## config.mk

```make
export PLATFORM = sky130hd
export DESIGN_NAME = pc_redirect_ctrl
export DESIGN_NICKNAME = d
export VERILOG_FILES = /design/src/rtl/pc_redirect_ctrl_pkg.sv /design/src/rtl/pc_redirect_ctrl_hold_reg.sv /design/src/rtl/pc_redirect_ctrl.sv
export SDC_FILE = /design/constraint.sdc
export NUM_CORES = 1
export LEC_CHECK = 0
export ABC_AREA = 0
export CAP_MARGIN = 20
export CORE_MARGIN = 1.5
export CORE_UTILIZATION = 40
export CTS_CLUSTER_SIZE = 28
export DETAILED_ROUTE_END_ITERATION = 7
export PLACE_DENSITY = 0.82
export SKIP_LAST_GASP = 1
export SLEW_MARGIN = 10
export SYNTH_ARGS = -nofsm -noshare
export SYNTH_HDL_FRONTEND = slang
export SYNTH_SLANG_ARGS = --single-unit
```

## constraint.sdc

```tcl
create_clock -name clk -period 3.1 [get_ports clk]
set_input_delay 0.62 -clock clk [delete_from_list [all_inputs] [get_ports clk]]
set_output_delay 0.62 -clock clk [all_outputs]
set_load 0.05 [all_outputs]
```

## src/rtl/pc_redirect_ctrl_pkg.sv

```systemverilog
// rtl/pc_redirect_ctrl_pkg.sv - shared constants and types for the PC redirect controller
// Contents:
//   PC_SEL_*          encodings for the fetch PC mux select
//   redirect_state_e  controller state
//   DEFAULT_CAUSE_W   default mcause width
package pc_redirect_ctrl_pkg;

  localparam logic [1:0] PC_SEL_SEQ  = 2'd0;  // pc+4
  localparam logic [1:0] PC_SEL_BR   = 2'd1;  // branch target (mux D1)
  localparam logic [1:0] PC_SEL_TRAP = 2'd2;  // mtvec
  localparam logic [1:0] PC_SEL_MRET = 2'd3;  // mepc

  localparam int DEFAULT_CAUSE_W = 32;

  typedef enum logic [1:0] {
    ST_RUN      = 2'd0,
    ST_FLUSH    = 2'd1,
    ST_REDIRECT = 2'd2
  } redirect_state_e;

endpackage

```

## src/rtl/pc_redirect_ctrl_hold_reg.sv

```systemverilog
// rtl/pc_redirect_ctrl_hold_reg.sv - holding register for a pending redirect target and select
// Ports:
//   clk, rst_n       clock, asynchronous active-low reset
//   load_i           capture sel_d_i into the held select
//   load_tgt_i       capture tgt_d_i into the held target (only branches need it)
//   clear_i          discard the pending redirect (select back to pc+4, target 0)
//   sel_d_i, tgt_d_i next select / target
//   sel_q_o, tgt_q_o held select / target
module redirect_hold_reg
  import pc_redirect_ctrl_pkg::*;
#(
  parameter int WIDTH = 32
) (
  input  logic             clk,
  input  logic             rst_n,
  input  logic             load_i,
  input  logic             load_tgt_i,
  input  logic             clear_i,
  input  logic [1:0]       sel_d_i,
  input  logic [WIDTH-1:0] tgt_d_i,
  output logic [1:0]       sel_q_o,
  output logic [WIDTH-1:0] tgt_q_o
);

  logic [1:0]       sel_q;
  logic [WIDTH-1:0] tgt_q;

  always_ff @(posedge clk or negedge rst_n) begin
    if (!rst_n) begin
      sel_q <= PC_SEL_SEQ;
      tgt_q <= '0;
    end else if (clear_i) begin
      sel_q <= PC_SEL_SEQ;
      tgt_q <= '0;
    end else begin
      if (load_i)     sel_q <= sel_d_i;
      if (load_tgt_i) tgt_q <= tgt_d_i;
    end
  end

  assign sel_q_o = sel_q;
  assign tgt_q_o = tgt_q;

endmodule

```

## src/rtl/pc_redirect_ctrl.sv

```systemverilog
// rtl/pc_redirect_ctrl.sv - fetch PC-select sequencer: branch/mret/trap redirect arbitration
// Ports:
//   clk, rst_n                       clock, asynchronous active-low reset
//   br_taken_ex, br_target_ex        EX taken branch and its target
//   mret_ex                          mret resolved in EX
//   trap_req, trap_pc, trap_cause    level trap request (held until trap_ack) and its context
//   imem_ready                       instruction memory accepts a PC this cycle
//   pc_sel, target_out, pc_we        PC mux select, mux D1 target, PC load enable
//   flush_if, flush_id               pipeline register flushes
//   mepc_we/wdata, mcause_we/wdata   CSR write port for trap entry
//   trap_ack                         one-cycle trap acceptance pulse
//   busy                             controller is not in RUN
module pc_redirect_ctrl
  import pc_redirect_ctrl_pkg::*;
#(
  parameter int WIDTH   = 32,
  parameter int CAUSE_W = DEFAULT_CAUSE_W
) (
  input  logic               clk,
  input  logic               rst_n,
  input  logic               br_taken_ex,
  input  logic [WIDTH-1:0]   br_target_ex,
  input  logic               mret_ex,
  input  logic               trap_req,
  input  logic [WIDTH-1:0]   trap_pc,
  input  logic [CAUSE_W-1:0] trap_cause,
  input  logic               imem_ready,
  output logic [1:0]         pc_sel,
  output logic [WIDTH-1:0]   target_out,
  output logic               pc_we,
  output logic               flush_if,
  output logic               flush_id,
  output logic               mepc_we,
  output logic [WIDTH-1:0]   mepc_wdata,
  output logic               mcause_we,
  output logic [CAUSE_W-1:0] mcause_wdata,
  output logic               trap_ack,
  output logic               busy
);

  redirect_state_e    state_q, state_d;
  logic [WIDTH-1:0]   trap_pc_q;
  logic [CAUSE_W-1:0] trap_cause_q;
  logic               trap_latch;

  logic               hold_load, hold_load_tgt, hold_clear;
  logic [1:0]         hold_sel_d;
  logic [1:0]         sel_q;
  logic [WIDTH-1:0]   tgt_q;

  redirect_hold_reg #(.WIDTH(WIDTH)) u_hold (
    .clk        (clk),
    .rst_n      (rst_n),
    .load_i     (hold_load),
    .load_tgt_i (hold_load_tgt),
    .clear_i    (hold_clear),
    .sel_d_i    (hold_sel_d),
    .tgt_d_i    (br_target_ex),
    .sel_q_o    (sel_q),
    .tgt_q_o    (tgt_q)
  );

  always_ff @(posedge clk or negedge rst_n) begin
    if (!rst_n) begin
      state_q      <= ST_RUN;
      trap_pc_q    <= '0;
      trap_cause_q <= '0;
    end else begin
      state_q <= state_d;
      if (trap_latch) begin
        trap_pc_q    <= trap_pc;
        trap_cause_q <= trap_cause;
      end
    end
  end

  // Next state, hold-register control and outputs. The RUN-state branch/mret
  // path and the pc_we=imem_ready handshake depend on live inputs so the PC
  // can be redirected in the same cycle EX resolves.
  always_comb begin
    state_d       = state_q;
    trap_latch    = 1'b0;
    hold_load     = 1'b0;
    hold_load_tgt = 1'b0;
    hold_clear    = 1'b0;
    hold_sel_d    = PC_SEL_SEQ;

    pc_sel     = PC_SEL_SEQ;
    target_out = br_target_ex;
    pc_we      = 1'b0;
    flush_if   = 1'b0;
    flush_id   = 1'b0;
    mepc_we    = 1'b0;
    mcause_we  = 1'b0;
    trap_ack   = 1'b0;
    busy       = 1'b0;

    unique case (state_q)
      ST_RUN: begin
        if (trap_req) begin
          // Accept the trap; any same-cycle branch/mret is dropped.
          trap_ack   = 1'b1;
          trap_latch = 1'b1;
          state_d    = ST_FLUSH;
        end else if (mret_ex || br_taken_ex) begin
          pc_sel   = mret_ex ? PC_SEL_MRET : PC_SEL_BR;
          flush_if = 1'b1;
          flush_id = 1'b1;
          pc_we    = imem_ready;
          if (!imem_ready) begin
            hold_load     = 1'b1;
            hold_load_tgt = !mret_ex;
            hold_sel_d    = mret_ex ? PC_SEL_MRET : PC_SEL_BR;
            state_d       = ST_REDIRECT;
          end
        end else begin
          pc_we = imem_ready;
        end
      end

      ST_FLUSH: begin
        busy       = 1'b1;
        target_out = tgt_q;
        flush_if   = 1'b1;
        flush_id   = 1'b1;
        mepc_we    = 1'b1;
        mcause_we  = 1'b1;
        hold_load  = 1'b1;
        hold_sel_d = PC_SEL_TRAP;
        state_d    = ST_REDIRECT;
      end

      ST_REDIRECT: begin
        busy       = 1'b1;
        target_out = tgt_q;
        flush_if   = 1'b1;
        if (trap_req) begin
          // Trap preempts the pending redirect, which is thrown away.
          trap_ack   = 1'b1;
          trap_latch = 1'b1;
          hold_clear = 1'b1;
          state_d    = ST_FLUSH;
        end else begin
          pc_sel = sel_q;
          pc_we  = imem_ready;
          if (imem_ready) state_d = ST_RUN;
        end
      end

      default: begin
        state_d = ST_RUN;
      end
    endcase

    // Outputs are forced quiet while reset is asserted, independent of inputs.
    if (!rst_n) begin
      pc_sel    = PC_SEL_SEQ;
      pc_we     = 1'b0;
      flush_if  = 1'b0;
      flush_id  = 1'b0;
      mepc_we   = 1'b0;
      mcause_we = 1'b0;
      trap_ack  = 1'b0;
      busy      = 1'b0;
    end
  end

  assign mepc_wdata   = trap_pc_q;
  assign mcause_wdata = trap_cause_q;

endmodule

```

Fig. 1: run 1, M4 wires
The bar under the picture is 20 um long.
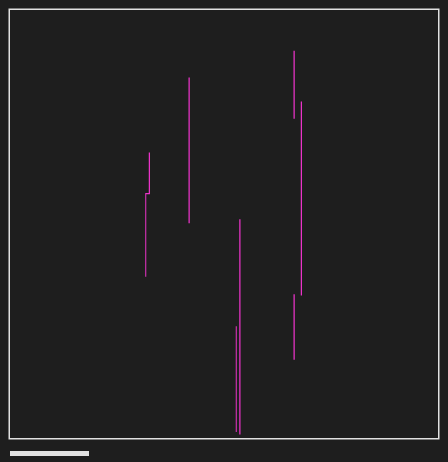
nets with wire on the layer: 5
longest straight run: 54.4 um
share of all routed wire: 2.1%
wire length on this layer: 232 um
main direction: vertical

Fig. 2: run 1, drive-strength map
The bar under the picture is 20 um long.
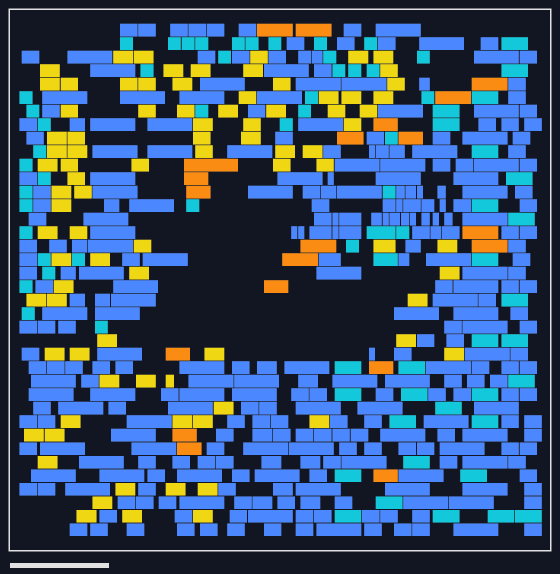
[drive 1 or less] blue | cells: 318 | most used: clkdlybuf4s50_1
[drive 3 to 4] cyan | cells: 73 | most used: buf_4
[drive 2] yellow | cells: 86 | most used: mux2_2
[drive 6 and up] orange | cells: 20 | most used: clkbuf_8

==> results.toml, run 1 <==
# synthesis and place-and-route metrics
[grt]
grt_usage = 0.188
met1_usage = 0.227
top_usage_layer = "met2"
grt_pass1_vias = 3338
grt_util_met3 = 0.0395
use_met2 = 0.323
grt_pass1_wl_um = 17000

[clock_network]
clock_latency_ns = 0.36
clk_pin_slew_ns = 0.10
cts-buffers-inserted = 9
cts_root_buf = "clkbuf_8"
htreeDepth = 3

[cells_and_area]
fin_cells = 637
drive_above_1_share = 0.360
n_antenna_cell = 0

[routing]
drtIter0Drc = 101
wl_met2_um = 5550
vias = 3179
remaining_drc_errors = 0
wl_met1_um = 4400
wl_um = 10900

[job]
maxCapViolCount = 0

[synthesis]
ys_types = 33
synth-edff-count = 0
top_cell = "dfrtp_1"
topCellsByArea = "dfrtp_1 (56%), mux2_2 (15%), mux2_4 (10%)"
common_cells = "dfrtp_1 (100), mux2_2 (58), mux2_4 (30)"

[worst_setup_path]
critPathCaptureType = "output pin"
cp-endpoint = "target_out[2]"
required_ns = 2.48
critPathLaunch = "state_q[0]"
worstReg2RegStart = "state_q[1]"
crit_family = "buffers and inverters"
crit_arrival_ns = 2.11
r2r_end = "u_hold.tgt_q_o[9]"
critPathSlowestCell = "dfrtp_1"

[run_status]
status = "complete, no violations"

[floorplan]
die_h_um = 109
chipArea_sq_um = 11800

[final_timing]
setup_viol = 0
worst_pin_slew_ns = 0.699
max_freq_mhz = 366

[hold_path]
hold_path.class = "input pin to asynchronous set/reset pin"

[placed_design]
placed_area_sq_um = 6580
Fig. 3: run 1, clock network drawn from the DEF
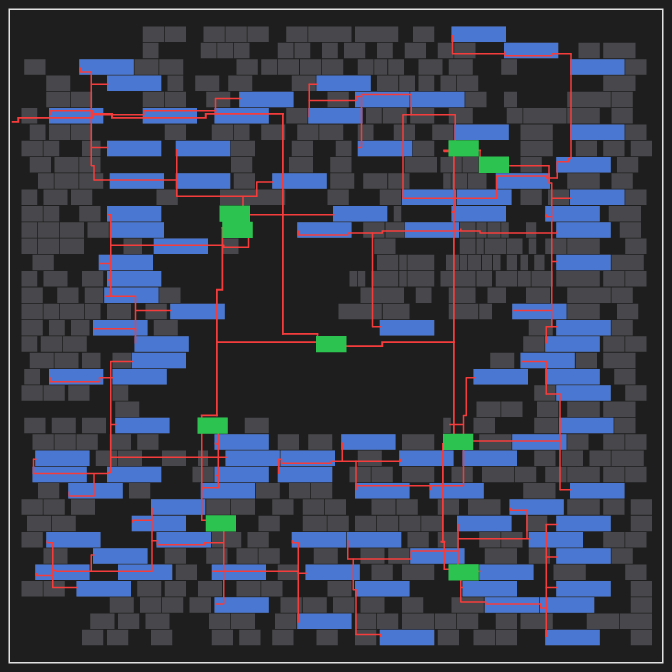
[clock wires] red | length: 1,160 um
[flip-flops] blue | count: 100
[cells driving clock nets] green | count: 9
flops lie: spread over the die
routed clock nets: 10
Final Skew: 0.0182 ns

[run 1: per-stage QoR]
stage | util
4_1_cts | 0.622
2_1_floorplan | -
6_report | 0.623
5_1_grt | 0.623
3_5_place_dp | 0.604
3_3_place_gp | 0.604
[run 1: cell type report]
cell class              instances  area (sq um)  area share
multi-input cells             165          1790       0.264
repair buffers                212          2110       0.311
clock inverters                 4          50.0     0.00737
flip-flops and latches        100          2500       0.369
inverters                       5          18.8     0.00276
well taps                     140           175      0.0258
clock buffers                  11           141      0.0208
[run 1: placed cells by master (no fill, tap or decap), types with 2 or more instances in the layout]
cell type          n
nand2b_1           2
and2_1             3
ha_1               4
clkbuf_8          10
clkinvlp_4         2
a22o_2            26
mux2i_1            3
dfrtp_1          100
mux2_4            30
clkdlybuf4s50_1  164
buf_4             39
mux2_1             8
mux2_2            58
inv_1              5
nor2_1             6
buf_12             8
a21oi_1            3
a22o_1             6
[run 1: cell families after synthesis]
kind of cell / after synthesis / synth area share
flip-flops: 100 / 0.559
multiplexers: 99 / 0.273
AND-OR/OR-AND: 45 / 0.0917
buffers and inverters: 24 / 0.0425
AND/OR/NAND/NOR: 17 / 0.0221
adder cells (fa/ha/maj): 4 / 0.0112
[run 1: sequential cells by signal, indices dropped and copies added, names as in the netlist]
register,flops
mcause_wdata,32
u_hold.sel_q_o,2
u_hold.tgt_q_o,32
mepc_wdata,32
state_q,2
[run 1: worst reg2reg max path, cell delays in order (launching register included)]
cell	delay (ns)
dfrtp_1	0.41
inv_1	0.12
ha_1	0.35
nor2b_4	0.25
and3_1	0.39
buf_8	0.24
a22o_1	0.18
--- run 2 (diff from run 1) ---
--- a/config.mk
+++ b/config.mk
@@ -6,12 +6,14 @@
 export NUM_CORES = 1
 export LEC_CHECK = 0
 export ABC_AREA = 0
+export ABC_CLOCK_PERIOD_IN_PS = 3100
 export CAP_MARGIN = 20
 export CORE_MARGIN = 1.5
 export CORE_UTILIZATION = 40
 export CTS_CLUSTER_SIZE = 28
 export DETAILED_ROUTE_END_ITERATION = 7
 export PLACE_DENSITY = 0.82
+export SETUP_SLACK_MARGIN = 0.2
 export SKIP_LAST_GASP = 1
 export SLEW_MARGIN = 10
 export SYNTH_ARGS = -nofsm -noshare
Fig. 4: run 2, clock network drawn from the DEF
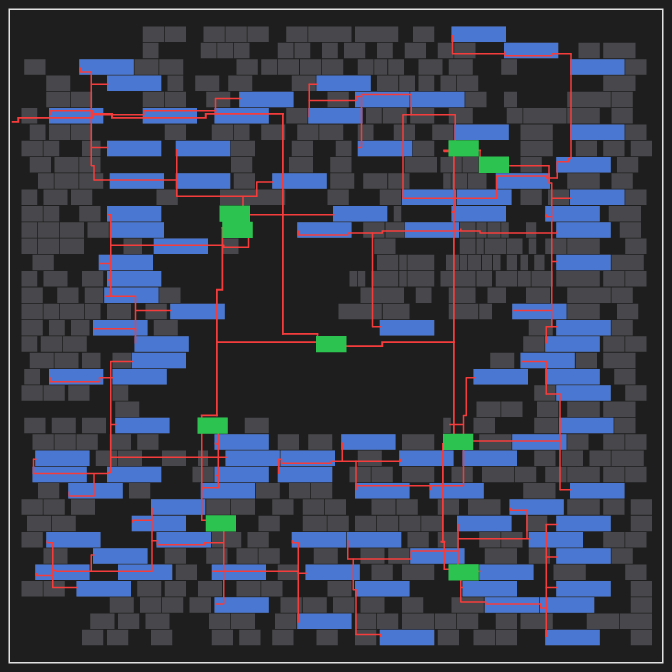
[flip-flops] blue | count: 100
[clock wires] red | length: 1,160 um
[cells driving clock nets] green | count: 9
routed clock nets: 10
flops lie: spread over the die
clk_lat worst skew: 0.36 ns

Fig. 5: run 2, M4 wires
The bar under the picture is 20 um long.
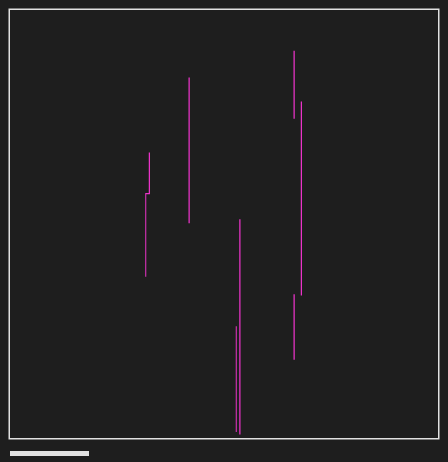
share of all routed wire: 2.1%
nets with wire on the layer: 5
main direction: vertical
longest straight run: 54.4 um
wire length on this layer: 232 um

==> results.toml, run 2 <==
# synthesis and place-and-route metrics
[cells_and_area]
lay_top_count = "clkdlybuf4s50_1"
logic_area_sq_um = 1790
n_antenna_cell = 0
clock_buffers = 11
largest_class = "flip-flops and latches"
utilization = 0.623
flops = 100

[clock_network]
htreeDepth = 3

[final_timing]
setup_viol = 0
worst_pin_slew_ns = 0.699
fin_worst_skew_ns = 0.0182

[routing]
remaining_drc_errors = 0
vias = 3179

[run_status]
status = "complete, no violations"

[placed_design]
placed_area_sq_um = 6580

[worst_setup_path]
worstReg2RegStart = "state_q[1]"
required_ns = 2.48

[floorplan]
chipArea_sq_um = 11800

[synthesis]
common_cells = "dfrtp_1 (100), mux2_2 (58), mux2_4 (30)"
==> run 2: cell counts after synthesis <==
No cell type changed its count.
==> run 2: worst max-delay path, cell delays in order (launching register included) <==
cell	delay, ns
dfrtp_1	0.40
inv_1	0.10
ha_1	0.28
buf_4	0.37
mux2_2	0.40
buf_4	0.19
==> run 2: how the worst max path moves through the flow <==
stage / cells after the start / from / endpoint / slack [ns]
5_1_grt: 6 / state_q[1] / flush_if / 0.24
6_report: 5 / state_q[0] / target_out[2] / 0.37
3_5_place_dp: 4 / trap_req / u_hold.tgt_q_o[4] / 0.37
2_1_floorplan: 4 / state_q[0] / pc_we / 0.60
3_3_place_gp: 4 / trap_req / u_hold.tgt_q_o[11] / 0.43
4_1_cts: 5 / state_q[0] / target_out[31] / 0.33
==> run 2: layer usage <==
| layer | routed length (um) | GRT usage |
|---|---|---|
| met1 | 4400 | 0.227 |
| met2 | 5550 | 0.323 |
| met3 | 768 | 0.0395 |
| met4 | 232 | 0.0789 |
| met5 | 0 | 0 |
==> run 2: cell families (layout without fill, tap and decap cells) <==
group                    count (synthesis)  count (layout)  share of synthesized area
flip-flops                             100             100                      0.559
AND/OR/NAND/NOR                         17              17                     0.0221
multiplexers                            99              99                      0.273
AND-OR/OR-AND                           45              45                     0.0917
adder cells (fa/ha/maj)                  4               4                     0.0112
buffers and inverters                   24             232                     0.0425
